$ cat src/rtl/soc_rst_seq.sv
// soc_rst_seq: reset and boot-strap sequencer in front of cheshire_soc.
// Synchronises lock, DRAM calibration, the reset button and the boot-mode
// switches into soc_clk. The SoC reset is released only after lock,
// calibration (or its timeout) and a fixed hold window. The boot mode is
// captured on the release edge.

`timescale 1ns/1ps

module soc_rst_seq #(
    parameter int unsigned SyncStages     = 2,
    parameter int unsigned DebounceCycles = 50000,
    parameter int unsigned HoldCycles     = 256,
    parameter int unsigned CalibTimeout   = 2**24,
    parameter bit          BtnActiveLow   = 1'b1
) (
    input  logic       clk_i,
    input  logic       rst_ni,
    input  logic       locked_i,
    input  logic       calib_done_i,
    input  logic       btn_i,
    input  logic [1:0] boot_mode_i,
    output logic       soc_rst_no,
    output logic [1:0] boot_mode_o,
    output logic       ready_o,
    output logic       calib_timeout_o
);

    // One counter serves both the calibration timeout and the hold window.
    localparam int unsigned MaxCnt = (HoldCycles > CalibTimeout) ? HoldCycles : CalibTimeout;
    localparam int unsigned CntW   = $clog2(MaxCnt) + 1;
    localparam int unsigned DbW    = $clog2(DebounceCycles) + 1;

    // Idle (not pressed) level of the button pin.
    localparam logic BtnRel = BtnActiveLow;

    typedef enum logic [1:0] {
        WAIT_LOCK  = 2'd0,
        WAIT_CALIB = 2'd1,
        HOLD       = 2'd2,
        RUN        = 2'd3
    } state_e;

    // ------------------------------------------------------------------
    // Input synchronisers
    // ------------------------------------------------------------------
    logic [SyncStages-1:0]      lock_sq;
    logic [SyncStages-1:0]      calib_sq;
    logic [SyncStages-1:0]      btn_sq;
    logic [SyncStages-1:0][1:0] boot_sq;

    logic       lock_s;
    logic       calib_s;
    logic       btn_s;
    logic [1:0] boot_s;

    // Shift every asynchronous input through its own flop chain.
    always_ff @(posedge clk_i or negedge rst_ni) begin
        if (!rst_ni) begin
            lock_sq  <= '0;
            calib_sq <= '0;
            // The button chain starts at its idle level so leaving reset
            // never looks like a press.
            btn_sq   <= {SyncStages{BtnRel}};
            boot_sq  <= '0;
        end else begin
            // NOTE: non-blocking assignments make every stage sample the
            // previous stage's old value, which is what forms the chain.
            lock_sq  <= {lock_sq[SyncStages-2:0], locked_i};
            calib_sq <= {calib_sq[SyncStages-2:0], calib_done_i};
            btn_sq   <= {btn_sq[SyncStages-2:0], btn_i};
            boot_sq  <= {boot_sq[SyncStages-2:0], boot_mode_i};
        end
    end

    assign lock_s  = lock_sq[SyncStages-1];
    assign calib_s = calib_sq[SyncStages-1];
    assign btn_s   = btn_sq[SyncStages-1];
    assign boot_s  = boot_sq[SyncStages-1];

    // ------------------------------------------------------------------
    // Button debouncer
    // ------------------------------------------------------------------
    logic [DbW-1:0] db_cnt_q;
    logic           btn_db;
    logic           btn_db_q;
    logic           press_evt;

    // Count consecutive cycles where the synced button differs from the
    // accepted level. Any return to the accepted level restarts the count,
    // and for a single bit that is exactly "any change of the input".
    always_ff @(posedge clk_i or negedge rst_ni) begin
        if (!rst_ni) begin
            db_cnt_q <= '0;
            btn_db   <= BtnRel;
            btn_db_q <= BtnRel;
        end else begin
            btn_db_q <= btn_db;
            if (btn_s == btn_db) begin
                db_cnt_q <= '0;
            end else if (db_cnt_q == DbW'(DebounceCycles - 1)) begin
                btn_db   <= btn_s;
                db_cnt_q <= '0;
            end else begin
                db_cnt_q <= db_cnt_q + 1'b1;
            end
        end
    end

    // Single-cycle pulse on the debounced idle-to-pressed transition only;
    // a release never produces an event.
    assign press_evt = (btn_db != BtnRel) && (btn_db_q == BtnRel);

    // ------------------------------------------------------------------
    // Sequencer FSM
    // ------------------------------------------------------------------
    state_e          state_q, state_d;
    logic [CntW-1:0] cnt_q;
    logic            cnt_clr;
    logic            cnt_inc;
    logic            latch_boot;
    logic            set_timeout;

    // Next-state and control decode: lock loss beats a press, a press beats
    // the per-state rules; presses are ignored while waiting for DRAM.
    always_comb begin
        // NOTE: every output of this block gets a default first, so no path
        // through the case statements can leave one unassigned (no latch).
        state_d     = state_q;
        cnt_clr     = 1'b0;
        cnt_inc     = 1'b0;
        latch_boot  = 1'b0;
        set_timeout = 1'b0;

        if (state_q == WAIT_LOCK) begin
            if (lock_s) begin
                state_d = WAIT_CALIB;
            end
        end else if (!lock_s) begin
            state_d = WAIT_LOCK;
        end else if (press_evt && (state_q != WAIT_CALIB)) begin
            // Entering or re-entering HOLD restarts the hold window.
            state_d = HOLD;
            cnt_clr = 1'b1;
        end else begin
            case (state_q)
                WAIT_CALIB: begin
                    // Calibration wins over a coincident timeout.
                    if (calib_s) begin
                        state_d = HOLD;
                    end else if ((CalibTimeout != 0) &&
                                 (cnt_q == CntW'(CalibTimeout - 1))) begin
                        state_d     = HOLD;
                        set_timeout = 1'b1;
                    end else begin
                        cnt_inc = (CalibTimeout != 0);
                    end
                end
                HOLD: begin
                    if (cnt_q == CntW'(HoldCycles - 1)) begin
                        state_d    = RUN;
                        latch_boot = 1'b1;
                    end else begin
                        cnt_inc = 1'b1;
                    end
                end
                default: begin
                    // RUN holds until lock loss or a press.
                end
            endcase
        end

        if (state_d != state_q) begin
            cnt_clr = 1'b1;
        end
    end

    // State register and the shared cycle counter.
    always_ff @(posedge clk_i or negedge rst_ni) begin
        if (!rst_ni) begin
            state_q <= WAIT_LOCK;
            cnt_q   <= '0;
        end else begin
            state_q <= state_d;
            if (cnt_clr) begin
                cnt_q <= '0;
            end else if (cnt_inc) begin
                cnt_q <= cnt_q + 1'b1;
            end
        end
    end

    // ------------------------------------------------------------------
    // Outputs
    // ------------------------------------------------------------------

    // Registered outputs: reset/ready follow the RUN state on the same edge
    // that enters or leaves it; boot mode is captured on the release edge and
    // the timeout flag is sticky until power-on reset.
    always_ff @(posedge clk_i or negedge rst_ni) begin
        if (!rst_ni) begin
            soc_rst_no      <= 1'b0;
            ready_o         <= 1'b0;
            boot_mode_o     <= 2'b00;
            calib_timeout_o <= 1'b0;
        end else begin
            soc_rst_no <= (state_d == RUN);
            ready_o    <= (state_d == RUN);
            if (latch_boot) begin
                boot_mode_o <= boot_s;
            end
            if (set_timeout) begin
                calib_timeout_o <= 1'b1;
            end
        end
    end

endmodule

$ cat config.mk
export PLATFORM = sky130hd
export DESIGN_NAME = soc_rst_seq
export DESIGN_NICKNAME = d
export VERILOG_FILES = /design/src/rtl/soc_rst_seq.sv
export SDC_FILE = /design/constraint.sdc
export NUM_CORES = 1
export LEC_CHECK = 0
export CAP_MARGIN = 30
export CELL_PAD_IN_SITES_DETAIL_PLACEMENT = 0
export CELL_PAD_IN_SITES_GLOBAL_PLACEMENT = 1
export CORE_AREA = 2 2 96 79
export DETAILED_ROUTE_END_ITERATION = 16
export DIE_AREA = 0 0 98 81
export HOLD_SLACK_MARGIN = 0.06
export PLACE_DENSITY_LB_ADDON = 0.12
export SLEW_MARGIN = 10
export SYNTH_ARGS = -nofsm -noshare
export SYNTH_HDL_FRONTEND = slang
export SYNTH_SLANG_ARGS = --single-unit
$ cat constraint.sdc
create_clock -name clk_i -period 4.8 [get_ports clk_i]
set_input_delay 0.48 -clock clk_i [delete_from_list [all_inputs] [get_ports clk_i]]
set_output_delay 0.48 -clock clk_i [all_outputs]
set_load 0.05 [all_outputs]
### Metal 3

The bar under the picture is 20 µm long.
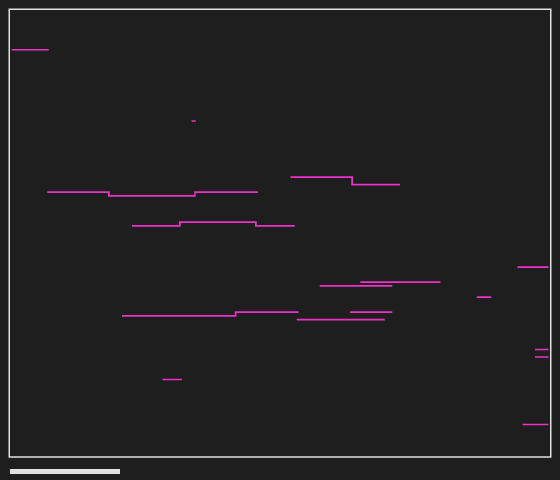
The layer carries 199 µm of wire. The layer holds 3.2% of the routed length. 11 nets have wire on it. The longest straight run is 20.5 µm.
GR Util met3: 0.0516
via count: 2329
Total Routed Length: 6210 µm

### The metal 1 layer

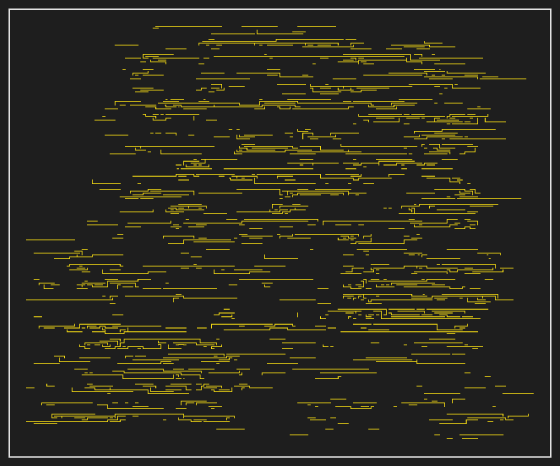
The longest straight run is 34.5 µm. 299 nets have wire on it. The layer holds 51% of the routed length.
met1 global-route usage: 0.237

==> results.json <==
{
  "cts_sinks": 60,
  "combPwrFrac": 0.197,
  "clkbuf_count": 10,
  "logic_area_um2": 1440,
  "clkLatencyLatePin_ns": 0.34,
  "cts_tree": "done",
  "cp_max_fo": 48,
  "grt_pass1_vias": 2258,
  "nNonClkBuffers": 12,
  "fmax_mhz": 360,
  "yosys_cells": 306,
  "ir_drop_mv": 0.193,
  "die_width_um": 98,
  "dp_hpwl_um": 4010,
  "drcViolationCount": 0,
  "synth_top_flop_cell": "dfrtp_1",
  "worst_pin_slew_ns": 0.763,
  "cp_slowest_cell": "a21o_2",
  "area_leaders": "dfrtp_1 46%, a21oi_1 3.9%, o31ai_1 3.9%",
  "bufAreaShareNonClock": 0.0329,
  "antenna_found_initial": 0,
  "inv_count": 6,
  "yosys.cell_count.top_type": "dfrtp_1",
  "cts_setup_buffers": 0,
  "required_ns": 5.00,
  "swShare": 0.317,
  "ctsResizeCount": 0,
  "final.setup.worst_slack_ns": 2.02,
  "seq_cells": 60,
  "fp.coreArea_um2": 7110,
  "ys_chip_area_um2": 3080,
  "dieArea_um2": 7940,
  "comb_area_share": 0.420,
  "layout_top_cell": "dfrtp_1",
  "grt_first_pass_wirelength_um": 10900,
  "drtIter0Drc": 106,
  "hold_viol_final": 0,
  "wl_per_cell_um": 15.1,
  "final-clk-cell-share": 0.0679,
  "h-tree-depth": 3,
  "ys.flops": 60,
  "drtPass1Iterations": 4,
  "preCtsSetupSlack_ns": 1.98,
  "power_switching_uw": 423,
  "viasPerCell": 5.68,
  "powerClk_uw": 529,
  "min_period_over_period": 0.579,
  "overflow": 0,
  "largestClassByArea": "sequential cells",
  "track_usage": 0.170,
  "status": "completed",
  "num-nets-final": 328,
  "final.min_clock_period_ns": 2.78,
  "sh_seq_area": 0.440,
  "rr_startpoint": "cnt_q[0]$_DFFE_PN0P_",
  "comb_cells": 226,
  "worst_r2r_path_depth": 7,
  "crit_chain": "ha_1 > nand3_1 > or3_4 > o31ai_1 > a21o_2 > mux2i_1 > nor2_1",
  "internal_power_uw": 913,
  "synth_cells": 306,
  "syn_area_per_cell_um2": 10.1,
  "clkTransAtPathRegs_ns": 0.08,
  "worstPathArrival_ns": 2.98,
  "path_delay_family": "AND-OR/OR-AND gates",
  "grt_max_degree": 61,
  "ios": 12,
  "warnings": 29,
  "place.gp.congestion": 0.798,
  "drive_above_1_share": 0.106,
  "p_leak_uw": 0.00136,
  "async_reset_ff_frac": 1.00,
  "setup.worst_path.end_class": "flip-flop",
  "setup_viol": 0,
  "drv_cap": 0,
  "top_area_frac": 0.455,
  "clockBufferDepth": 2,
  "cp_num_buf_inv": 0,
  "grt_setup_unrepaired": "no",
  "ctsHoldBuffers": 0,
  "rrSetupSlack_ns": 2.02,
  "n_antenna_cell": 0,
  "area_delta_synth_final_pct": 11.3,
  "initial_core_util": 0.433,
  "p_per_area_nw_per_um2": 390,
  "power_uw": 1340,
  "cts_buffers": 9,
  "setup_tns_ns": 0,
  "fin_skew_ns": 0.00997,
  "ant_nets": 0,
  "die_h_um": 81,
  "ys_warn_count": 0,
  "slew_violations": 0,
  "hold_path.class": "input pin to async pin",
  "powerComb_uw": 264,
  "taps": 90,
  "ys_types": 50,
  "seq_power_uw": 543,
  "ys_seq_share": 0.489,
  "r2r_end": "cnt_q[1]$_DFFE_PN0P_",
  "cp-start-kind": "flip-flop",
  "cts_root_buffer": "clkbuf_8",
  "cpPeakStageDelay_ns": 0.65,
  "edf_count": 0,
  "fp_nets": 319,
  "seqPwrFrac": 0.407,
  "slew_headroom": 0.491,
  "common_cells": "56 x dfrtp_1, 29 x nor2_1, 24 x a21oi_1, 23 x nand2_1",
  "final_cell_mix": "56 x dfrtp_1, 29 x nor2_1, 24 x a21oi_1, 23 x nand2_1",
  "path_class": "flip-flop to flip-flop",
  "synth.cell_area_um2": 3080,
  "fillers": 690,
  "rows": 28,
  "maxPowerGroup": "registers",
  "clkPwrFrac": 0.396,
  "flop_area_um2": 1510,
  "yosysTopAreaCell": "dfrtp_1",
  "io_buffers": 11
}
[worst max-delay path by stage]
stage / startpoint / end / depth (start not counted)
global placement: cnt_q[0]$_DFFE_PN0P_ / cnt_q[9]$_DFFE_PN0P_ / 7
floorplan: cnt_q[0]$_DFFE_PN0P_ / cnt_q[13]$_DFFE_PN0P_ / 8
finish: cnt_q[0]$_DFFE_PN0P_ / cnt_q[1]$_DFFE_PN0P_ / 7
CTS: cnt_q[0]$_DFFE_PN0P_ / cnt_q[8]$_DFFE_PN0P_ / 7
global route: cnt_q[0]$_DFFE_PN0P_ / cnt_q[22]$_DFFE_PN0P_ / 7
detailed placement: cnt_q[0]$_DFFE_PN0P_ / cnt_q[8]$_DFFE_PN0P_ / 7
[sequential cells by signal, indices dropped and copies added (netlist names)]
name / cells
db_cnt_q: 17
calib_sq: 2
boot_s: 2
boot_mode_o: 2
btn_sq: 2
calib_timeout_o: 1
ready_o: 1
btn_db_q: 1
state_q: 2
btn_db: 1
boot_sq: 2
cnt_q: 25
lock_sq: 2
[layer usage]
metal / vias up / wire length, µm / track usage
met5: - / 0 / 0
met4: 0 / 68 / 0.0417
met3: 7 / 199 / 0.0516
met2: 25 / 2790 / 0.262
met1: 1138 / 3150 / 0.237
li1: 1159 / - / -
[metrics by stage]
stage	util	cell area (µm²)	hold slack (ns)	std cells
detailed placement	0.449	3190	0.346	394
global placement	0.449	3190	0.333	394
global route	0.482	3430	0.354	410
finish	0.482	3430	0.284	410
CTS	0.482	3430	0.316	410
floorplan	-	3080	0.184	306
[logic make-up after synthesis]
family / share of synthesized area
AOI/OAI and AO/OA: 0.131
xor gates and xnor gates: 0.0484
adders and majority gates: 0.0244
buffers and inverters: 0.0431
DFF: 0.489
muxes: 0.0142
and+or+nand+nor: 0.250
